===== config.mk =====
export PLATFORM = sky130hd
export DESIGN_NAME = esp32_rom_loader
export DESIGN_NICKNAME = d
export VERILOG_FILES = /design/src/rtl/esp32_loader_pkg.sv /design/src/rtl/loader_word_fifo.sv /design/src/rtl/esp32_rom_loader.sv
export SDC_FILE = /design/constraint.sdc
export NUM_CORES = 1
export LEC_CHECK = 0
export CAP_MARGIN = 15
export CORE_MARGIN = 8
export CORE_UTILIZATION = 55
export DETAILED_ROUTE_END_ITERATION = 6
export GPL_TIMING_DRIVEN = 0
export PLACE_DENSITY = 0.82
export SLEW_MARGIN = 0
export SYNTH_ARGS = -nofsm -noshare
export SYNTH_HDL_FRONTEND = slang
export SYNTH_SLANG_ARGS = --single-unit
export TNS_END_PERCENT = 20

===== constraint.sdc =====
create_clock -name clk -period 8.05 [get_ports clk]
set_clock_uncertainty 0.05 [all_clocks]
set_input_delay 0.805 -clock clk [delete_from_list [all_inputs] [get_ports clk]]
set_output_delay 0.805 -clock clk [all_outputs]
set_load 0.02 [all_outputs]

===== src/rtl/esp32_loader_pkg.sv =====
// Shared types and constants for the ESP32 ROM loader: FSM encodings, SPI
// address regions, cartridge header offsets and reset-time memory masks.
package esp32_loader_pkg;

    typedef enum logic [2:0] {
        M_IDLE,
        M_LOAD,
        M_FLUSH,
        M_DRAIN,
        M_DETECT,
        M_DONE
    } main_state_t;

    typedef enum logic [1:0] {
        W_IDLE,
        W_PULSE,
        W_GUARD,
        W_WAIT
    } wr_state_t;

    localparam logic [7:0] REGION_ROM  = 8'h00;
    localparam logic [7:0] REGION_CFG  = 8'hFE;
    localparam logic [7:0] REGION_CTRL = 8'hFF;

    // Low-byte offsets of the SNES header fields, identical for LoROM (0x7Fxx) and HiROM (0xFFxx)
    localparam logic [7:0] HDR_MODE     = 8'hD5;
    localparam logic [7:0] HDR_ROM_SIZE = 8'hD7;
    localparam logic [7:0] HDR_RAM_SIZE = 8'hD8;
    localparam logic [7:0] HDR_CMP_LO   = 8'hDC;
    localparam logic [7:0] HDR_CMP_HI   = 8'hDD;
    localparam logic [7:0] HDR_SUM_LO   = 8'hDE;
    localparam logic [7:0] HDR_SUM_HI   = 8'hDF;

    localparam logic [23:0] ROM_MASK_RST = 24'h07FFFF;
    localparam logic [23:0] RAM_MASK_RST = 24'h0007FF;

    // Header size byte n means 1 KiB << n; the exponent is clamped before shifting.
    function automatic logic [23:0] size_mask(input logic [7:0] size, input logic [7:0] cap);
        logic [7:0]  s;
        logic [31:0] m;
        s = (size > cap) ? cap : size;
        m = (32'd1024 << s) - 32'd1;
        return m[23:0];
    endfunction

endpackage


===== src/rtl/loader_word_fifo.sv =====
// Small synchronous FIFO of {word address, data} entries between the byte
// packer and the SDRAM write sequencer; push and pop may happen together.
module loader_word_fifo #(
    parameter int DEPTH = 4,
    parameter int W     = 41
) (
    input  logic         clk,
    input  logic         reset_n,
    input  logic         clear,
    input  logic         push,
    input  logic [W-1:0] push_data,
    input  logic         pop,
    output logic [W-1:0] head,
    output logic         full,
    output logic         empty
);

    localparam int AW = $clog2(DEPTH);

    logic [W-1:0] mem [DEPTH];
    logic [AW:0]  wr_ptr;
    logic [AW:0]  rd_ptr;
    logic         do_push;
    logic         do_pop;

    // Extra pointer bit distinguishes full from empty when the indices match
    assign empty   = (wr_ptr == rd_ptr);
    assign full    = (wr_ptr[AW] != rd_ptr[AW]) && (wr_ptr[AW-1:0] == rd_ptr[AW-1:0]);
    assign do_pop  = pop && !empty;
    assign do_push = push && (!full || do_pop);
    assign head    = mem[rd_ptr[AW-1:0]];

    always_ff @(posedge clk or negedge reset_n) begin
        if (!reset_n) begin
            wr_ptr <= '0;
            rd_ptr <= '0;
        end else if (clear) begin
            wr_ptr <= '0;
            rd_ptr <= '0;
        end else begin
            if (do_push) wr_ptr <= wr_ptr + {{AW{1'b0}}, 1'b1};
            if (do_pop)  rd_ptr <= rd_ptr + {{AW{1'b0}}, 1'b1};
        end
    end

    always_ff @(posedge clk) begin
        if (do_push && !clear) mem[wr_ptr[AW-1:0]] <= push_data;
    end

endmodule


===== src/rtl/esp32_rom_loader.sv =====
// Packs ESP32 SPI byte writes into 16-bit SDRAM load writes and holds the core
// in reset while loading. Define HEADER_DETECT_EN to derive config from the ROM header.
module esp32_rom_loader
    import esp32_loader_pkg::*;
#(
    parameter int FIFO_DEPTH = 4,
    parameter int ADDR_W     = 25
) (
    input  logic              clk,
    input  logic              reset_n,
    input  logic              spi_wr,
    input  logic [31:0]       spi_addr,
    input  logic [7:0]        spi_data,
    output logic [ADDR_W-1:0] load_addr,
    output logic [15:0]       load_data,
    output logic              load_wr,
    input  logic              load_busy,
    output logic              load_done,
    output logic              sys_reset,
    output logic [7:0]        rom_type,
    output logic [23:0]       rom_mask,
    output logic [23:0]       ram_mask,
    output logic              load_overflow
);

    localparam int EW = ADDR_W + 16;

    main_state_t       state, state_n;
    wr_state_t         wr_state, wr_state_n;
    logic              spi_wr_q, wr_edge, rom_edge, cfg_edge;
    logic              ctrl_start, ctrl_end, start_pend, start_go;
    logic [ADDR_W-1:0] word_addr;
    logic              lat_valid, lat_set, lat_clr;
    logic [ADDR_W-1:0] lat_addr;
    logic [7:0]        lat_data;
    logic              push_n, push_q;
    logic [EW-1:0]     push_word_n, push_word_q;
    logic              fifo_pop, fifo_full, fifo_empty;
    logic [EW-1:0]     fifo_head;

    assign wr_edge    = spi_wr && !spi_wr_q;
    assign rom_edge   = wr_edge && (spi_addr[31:24] == REGION_ROM);
    assign cfg_edge   = wr_edge && (spi_addr[31:24] == REGION_CFG);
    assign ctrl_start = wr_edge && (spi_addr[31:24] == REGION_CTRL) && spi_data[0];
    assign ctrl_end   = wr_edge && (spi_addr[31:24] == REGION_CTRL) && !spi_data[0];
    assign word_addr  = ADDR_W'(spi_addr[23:1]);
    // A restart may only clear the FIFO between SDRAM writes, so it is parked until then
    assign start_go   = (ctrl_start || start_pend) && (wr_state == W_IDLE);

    always_comb begin
        state_n     = state;
        push_n      = 1'b0;
        push_word_n = '0;
        lat_set     = 1'b0;
        lat_clr     = 1'b0;
        case (state)
            M_LOAD: begin
                if (ctrl_end) begin
                    state_n = M_FLUSH;
                end else if (rom_edge) begin
                    if (!spi_addr[0]) begin
                        push_n      = lat_valid;
                        push_word_n = {lat_addr, 8'hFF, lat_data};
                        lat_set     = 1'b1;
                    end else if (lat_valid && (lat_addr == word_addr)) begin
                        push_n      = 1'b1;
                        push_word_n = {word_addr, spi_data, lat_data};
                        lat_clr     = 1'b1;
                    end else begin
                        push_n      = 1'b1;
                        push_word_n = {word_addr, spi_data, 8'hFF};
                    end
                end
            end
            M_FLUSH: begin
                push_n      = lat_valid;
                push_word_n = {lat_addr, 8'hFF, lat_data};
                lat_clr     = 1'b1;
                state_n     = M_DRAIN;
            end
            M_DRAIN: begin
                if (fifo_empty && !push_q && (wr_state == W_IDLE)) state_n = M_DETECT;
            end
            M_DETECT: state_n = M_DONE;
            M_DONE:   state_n = M_IDLE;
            default:  state_n = M_IDLE;
        endcase
        if (start_go) begin
            state_n = M_LOAD;
            push_n  = 1'b0;
            lat_set = 1'b0;
            lat_clr = 1'b1;
        end
    end

    always_ff @(posedge clk or negedge reset_n) begin
        if (!reset_n) begin
            state         <= M_IDLE;
            load_done     <= 1'b0;
            sys_reset     <= 1'b1;
            spi_wr_q      <= 1'b0;
            start_pend    <= 1'b0;
            push_q        <= 1'b0;
            push_word_q   <= '0;
            lat_valid     <= 1'b0;
            lat_addr      <= '0;
            lat_data      <= '0;
            load_overflow <= 1'b0;
        end else begin
            state       <= state_n;
            load_done   <= (state_n == M_IDLE) || (state_n == M_DONE);
            sys_reset   <= !((state_n == M_IDLE) || (state_n == M_DONE));
            spi_wr_q    <= spi_wr;
            start_pend  <= start_go ? 1'b0 : (start_pend || ctrl_start);
            push_q      <= push_n;
            push_word_q <= push_word_n;
            if (lat_set) begin
                lat_valid <= 1'b1;
                lat_addr  <= word_addr;
                lat_data  <= spi_data;
            end else if (lat_clr) begin
                lat_valid <= 1'b0;
            end
            if (start_go)                               load_overflow <= 1'b0;
            else if (push_q && fifo_full && !fifo_pop) load_overflow <= 1'b1;
        end
    end

    loader_word_fifo #(.DEPTH(FIFO_DEPTH), .W(EW)) u_fifo (
        .clk       (clk),
        .reset_n   (reset_n),
        .clear     (start_go),
        .push      (push_q),
        .push_data (push_word_q),
        .pop       (fifo_pop),
        .head      (fifo_head),
        .full      (fifo_full),
        .empty     (fifo_empty)
    );

    // Handshake: load_wr is a one-cycle request issued only when a word is queued and
    // load_busy is low; load_addr/load_data hold until the next request; load_busy is
    // ignored the cycle after the request, then must drop before the next one.
    always_comb begin
        wr_state_n = wr_state;
        fifo_pop   = 1'b0;
        case (wr_state)
            W_IDLE:  if (!fifo_empty && !load_busy && !start_go) wr_state_n = W_PULSE;
            W_PULSE: begin
                fifo_pop   = 1'b1;
                wr_state_n = W_GUARD;
            end
            W_GUARD: wr_state_n = W_WAIT;
            W_WAIT:  if (!load_busy) wr_state_n = W_IDLE;
            default: wr_state_n = W_IDLE;
        endcase
    end

    always_ff @(posedge clk or negedge reset_n) begin
        if (!reset_n) begin
            wr_state  <= W_IDLE;
            load_addr <= '0;
            load_data <= '0;
        end else begin
            wr_state <= wr_state_n;
            if ((wr_state == W_IDLE) && (wr_state_n == W_PULSE)) begin
                load_addr <= fifo_head[EW-1:16];
                load_data <= fifo_head[15:0];
            end
        end
    end

    assign load_wr = (wr_state == W_PULSE);

`ifdef HEADER_DETECT_EN
    logic [7:0] hdr_rom_sz [2];
    logic [7:0] hdr_ram_sz [2];
    logic [7:0] hdr_cmp_lo [2];
    logic [7:0] hdr_cmp_hi [2];
    logic [7:0] hdr_sum_lo [2];
    logic [7:0] hdr_sum_hi [2];
    logic [1:0] hdr_valid;
    logic       hdr_hit;
    logic       hirom;

    // Bank 0 is the LoROM header at 0x7Fxx, bank 1 the HiROM header at 0xFFxx
    assign hdr_hit = (state == M_LOAD) && rom_edge && (spi_addr[23:16] == 8'h00)
                     && (spi_addr[14:8] == 7'h7F);
    assign hirom   = hdr_valid[1] && !hdr_valid[0];

    always_comb begin
        for (int b = 0; b < 2; b++) begin
            hdr_valid[b] = (({hdr_cmp_hi[b], hdr_cmp_lo[b]} ^ {hdr_sum_hi[b], hdr_sum_lo[b]}) == 16'hFFFF);
        end
    end

    always_ff @(posedge clk or negedge reset_n) begin
        if (!reset_n) begin
            for (int b = 0; b < 2; b++) begin
                hdr_rom_sz[b] <= '0; hdr_ram_sz[b] <= '0;
                hdr_cmp_lo[b] <= '0; hdr_cmp_hi[b] <= '0;
                hdr_sum_lo[b] <= '0; hdr_sum_hi[b] <= '0;
            end
        end else if (start_go) begin
            for (int b = 0; b < 2; b++) begin
                hdr_rom_sz[b] <= '0; hdr_ram_sz[b] <= '0;
                hdr_cmp_lo[b] <= '0; hdr_cmp_hi[b] <= '0;
                hdr_sum_lo[b] <= '0; hdr_sum_hi[b] <= '0;
            end
        end else if (hdr_hit) begin
            case (spi_addr[7:0])
                HDR_ROM_SIZE: hdr_rom_sz[spi_addr[15]] <= spi_data;
                HDR_RAM_SIZE: hdr_ram_sz[spi_addr[15]] <= spi_data;
                HDR_CMP_LO:   hdr_cmp_lo[spi_addr[15]] <= spi_data;
                HDR_CMP_HI:   hdr_cmp_hi[spi_addr[15]] <= spi_data;
                HDR_SUM_LO:   hdr_sum_lo[spi_addr[15]] <= spi_data;
                HDR_SUM_HI:   hdr_sum_hi[spi_addr[15]] <= spi_data;
                default: ;
            endcase
        end
    end
`endif

    always_ff @(posedge clk or negedge reset_n) begin
        if (!reset_n) begin
            rom_type <= '0;
            rom_mask <= ROM_MASK_RST;
            ram_mask <= RAM_MASK_RST;
        end else begin
            if (cfg_edge) begin
                case (spi_addr[23:0])
                    24'd0: rom_type       <= spi_data;
                    24'd1: rom_mask[7:0]   <= spi_data;
                    24'd2: rom_mask[15:8]  <= spi_data;
                    24'd3: rom_mask[23:16] <= spi_data;
                    24'd4: ram_mask[7:0]   <= spi_data;
                    24'd5: ram_mask[15:8]  <= spi_data;
                    24'd6: ram_mask[23:16] <= spi_data;
                    default: ;
                endcase
            end
`ifdef HEADER_DETECT_EN
            if ((state == M_DETECT) && (hdr_valid != 2'b00)) begin
                rom_type <= {7'b0, hirom};
                rom_mask <= size_mask(hdr_rom_sz[hirom], 8'd14);
                ram_mask <= (hdr_ram_sz[hirom] == 8'd0) ? 24'd0 : size_mask(hdr_ram_sz[hirom], 8'd10);
            end
`endif
        end
    end

endmodule


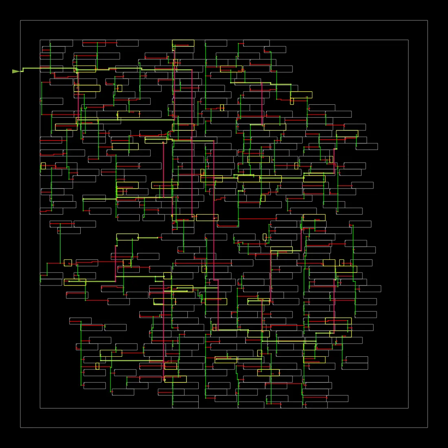
Figure 1: clock nets.
Insertion Delay late pin: 0.51 ns
clock buf count: 42
Power Clock: 1.60 mW

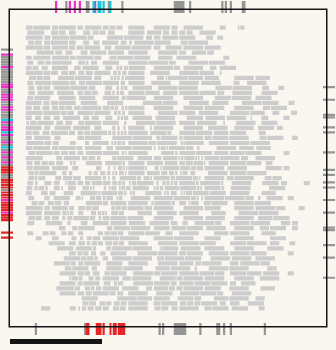
Figure 2: pin placement.
Scale bar: 50 um. Pins as bars across the die edge, other pins in gray.
legend:
  `rom_type`:
    color: cyan
    pins: 8
    direction: output
    edge: 5 north, 3 west
  `ram_mask`:
    color: magenta
    pins: 24
    direction: output
    edge: 19 west, 5 north
  `spi_addr`:
    color: red
    pins: 32
    direction: input
    edge: 19 west, 13 south
chip width: 171 um
die height: 171 um
port buffer count: 141

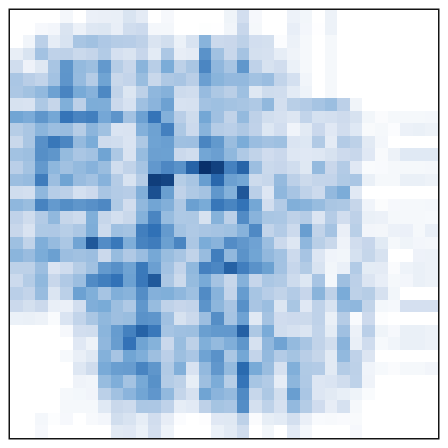
Figure 3: routed metal per tile.
34 x 34 tiles, from white (low) to dark blue (high), scaled to the fullest tile. Values are wire area over tile area, all layers added.
emptiest ninth of the die: north-east
nearly empty tiles: 17%
densest ninth of the die: center
mean over tiles: 0.16
routed vias: 7321
average wire per cell in the routed design: 22.7 um
GR Util All Layers: 20.2%
final WL: 29100 um

==> impl_metrics.env <==
# source this file to load flow results
export IMPL_status="completed"
export IMPL_edf_count=156
export IMPL_tritoncts="built"
export IMPL_drc=0
export IMPL_top_cells_by_area="edfxtp_1 35%, dfrtp_1 29%, mux2_2 9.7%"
export IMPL_ys_seq_share_pct=70.0
export IMPL_vdd_drop_max_v=0.000183
export IMPL_synth_distinct_cells=57
export IMPL_antenna_found_initial=2
export IMPL_top_area_share_pct=35.3
export IMPL_core_area_mm2=0.0240
export IMPL_drt_iter0_drc=539
export IMPL_drv_cap=0
export IMPL_grt_overflow_total=0
export IMPL_place_inst=1217
export IMPL_grt_start_max_net_pins=102
export IMPL_layout_drive_gt1_share_pct=30.7
export IMPL_yosysWarnings=0
export IMPL_grt_pass1_vias=7934
export IMPL_hold_violations=0
export IMPL_cts_resized=0
export IMPL_cts_root_buf="clkbuf_16"
export IMPL_cp_required_ns=8.26
export IMPL_worstSetupPathType="in2reg"
export IMPL_fin_util_pct=68.2
export IMPL_ys_sh_aoi_pct=3.82
export IMPL_num_fill_cells=1540
export IMPL_fmax_mhz=317
export IMPL_fin_ws_ns=4.89
export IMPL_layout_nets=979
export IMPL_n_tap_cell=324
export IMPL_warnings=31
export IMPL_tns_ns=0
export IMPL_place_ws_ns=4.36
export IMPL_cp_arrival_ns=3.37
export IMPL_htreeDepth=2
export IMPL_dr_pass1_iters=6
export IMPL_adder_share_pct=0.471
export IMPL_grt_pass1_wl_um=45200
export IMPL_finalMaxSlewViolations=0
export IMPL_num_nonclk_inverters=5
export IMPL_setup_violations_final=0
export IMPL_xor_area_share_pct=2.09
export IMPL_ant_nets=0
export IMPL_post_drt_via_cell_ratio=5.72
export IMPL_min_path_type="in2async"
export IMPL_p_per_area_mw_per_mm2=225
export IMPL_path_max_fanout=10
export IMPL_clock_area_share_pct=6.93
export IMPL_io_pins=145
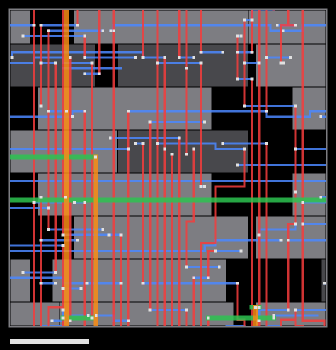
Figure 4: close-up of the layout.
Scale bar: 5 um. Window x 76 to 96, y 110 to 130 um. Cells in gray, sequential cells in the stronger gray; small squares are vias.
legend:
  M4:
    color: orange
  M2:
    color: red
  M1:
    color: blue
  M3:
    color: green
most frequent: edfxtp_1 (7), mux4_2 (3)
netlist names of flops here include: `u_fifo.mem` (7)
sequential cells in the window: 7
cells with their middle in the window: 10

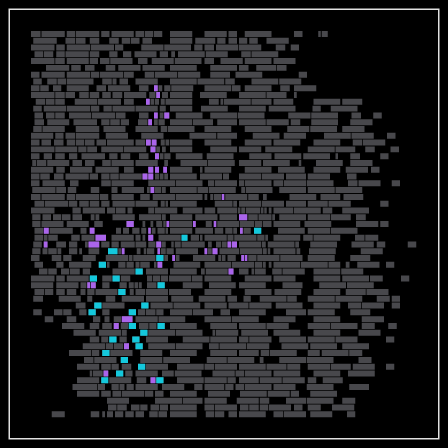
Figure 5: logic cells by family.
legend:
  nor cells:
    color: purple
    cells: 49
    most_used: nor2_1
  non-inverting ao/oa cells:
    color: cyan
    cells: 26
    most_used: a22o_1
top logic cell by instance count in the layout: edfxtp_1
Comb area share: 23.3%
Post-Layout Cell Count: 1279

-- power breakdown --
part / switching, mW / internal [mW]
clock: 0.641 / 0.956
combinational: 0.132 / 0.110
sequential: 0.0217 / 1.83
-- routing by layer --
layer / wire length, um / global-route usage [%] / up-vias / share of wire (%)
met5: 14 / 0 / - / 0.048
met4: 568 / 5.48 / 2 / 2.0
met3: 2290 / 5.88 / 51 / 7.9
met2: 14300 / 33.6 / 268 / 49
met1: 11900 / 25.6 / 3751 / 41
li1: - / - / 3249 / -
-- worst max-delay path, cell delays in order --
cell and delay, ns:
clkdlybuf4s50_1 0.48, nand4_1 0.30, o41a_1 0.53, nor2_1 0.19
clkbuf_1 0.43, nor3_2 0.25, buf_6 0.21, buf_6 0.15
-- synth_stat cells (all sizes together), types with 2 or more instances --
cell type,count
a22o,23
nor4,11
or3,2
dfrtp,152
nand3,5
nand4,9
mux2i,2
inv,5
o21ai,11
and4,2
a211oi,10
nor2b,12
or4,5
nor3,12
mux4,39
or3b,3
a21oi,17
or4b,2
dfstp,31
nand2b,4
mux2,126
and2,4
o41ai,2
nor2,13
nand4b,2
buf,14
xnor2,26
edfxtp,156
ha,5
clkbuf,19
nand2,4
xor2,4
-- worst paths after layout --
path	slack, ns	to	start	cells past startpoint
worst max register to register	5.32	u_fifo.mem[3][23]	spi_wr_q	7
worst min-delay path	0.25	lat_addr[14]	reset_n	1
min in group clk	0.44	u_fifo.mem[3][12]	push_word_q[12]	0
worst min register to register	0.44	u_fifo.mem[3][12]	push_word_q[12]	0
max in group asynchronous	6.79	rom_mask[16]	reset_n	2
worst max-delay path	4.89	u_fifo.mem[3][23]	spi_addr[30]	8
Power and IR drop assume default switching activity.
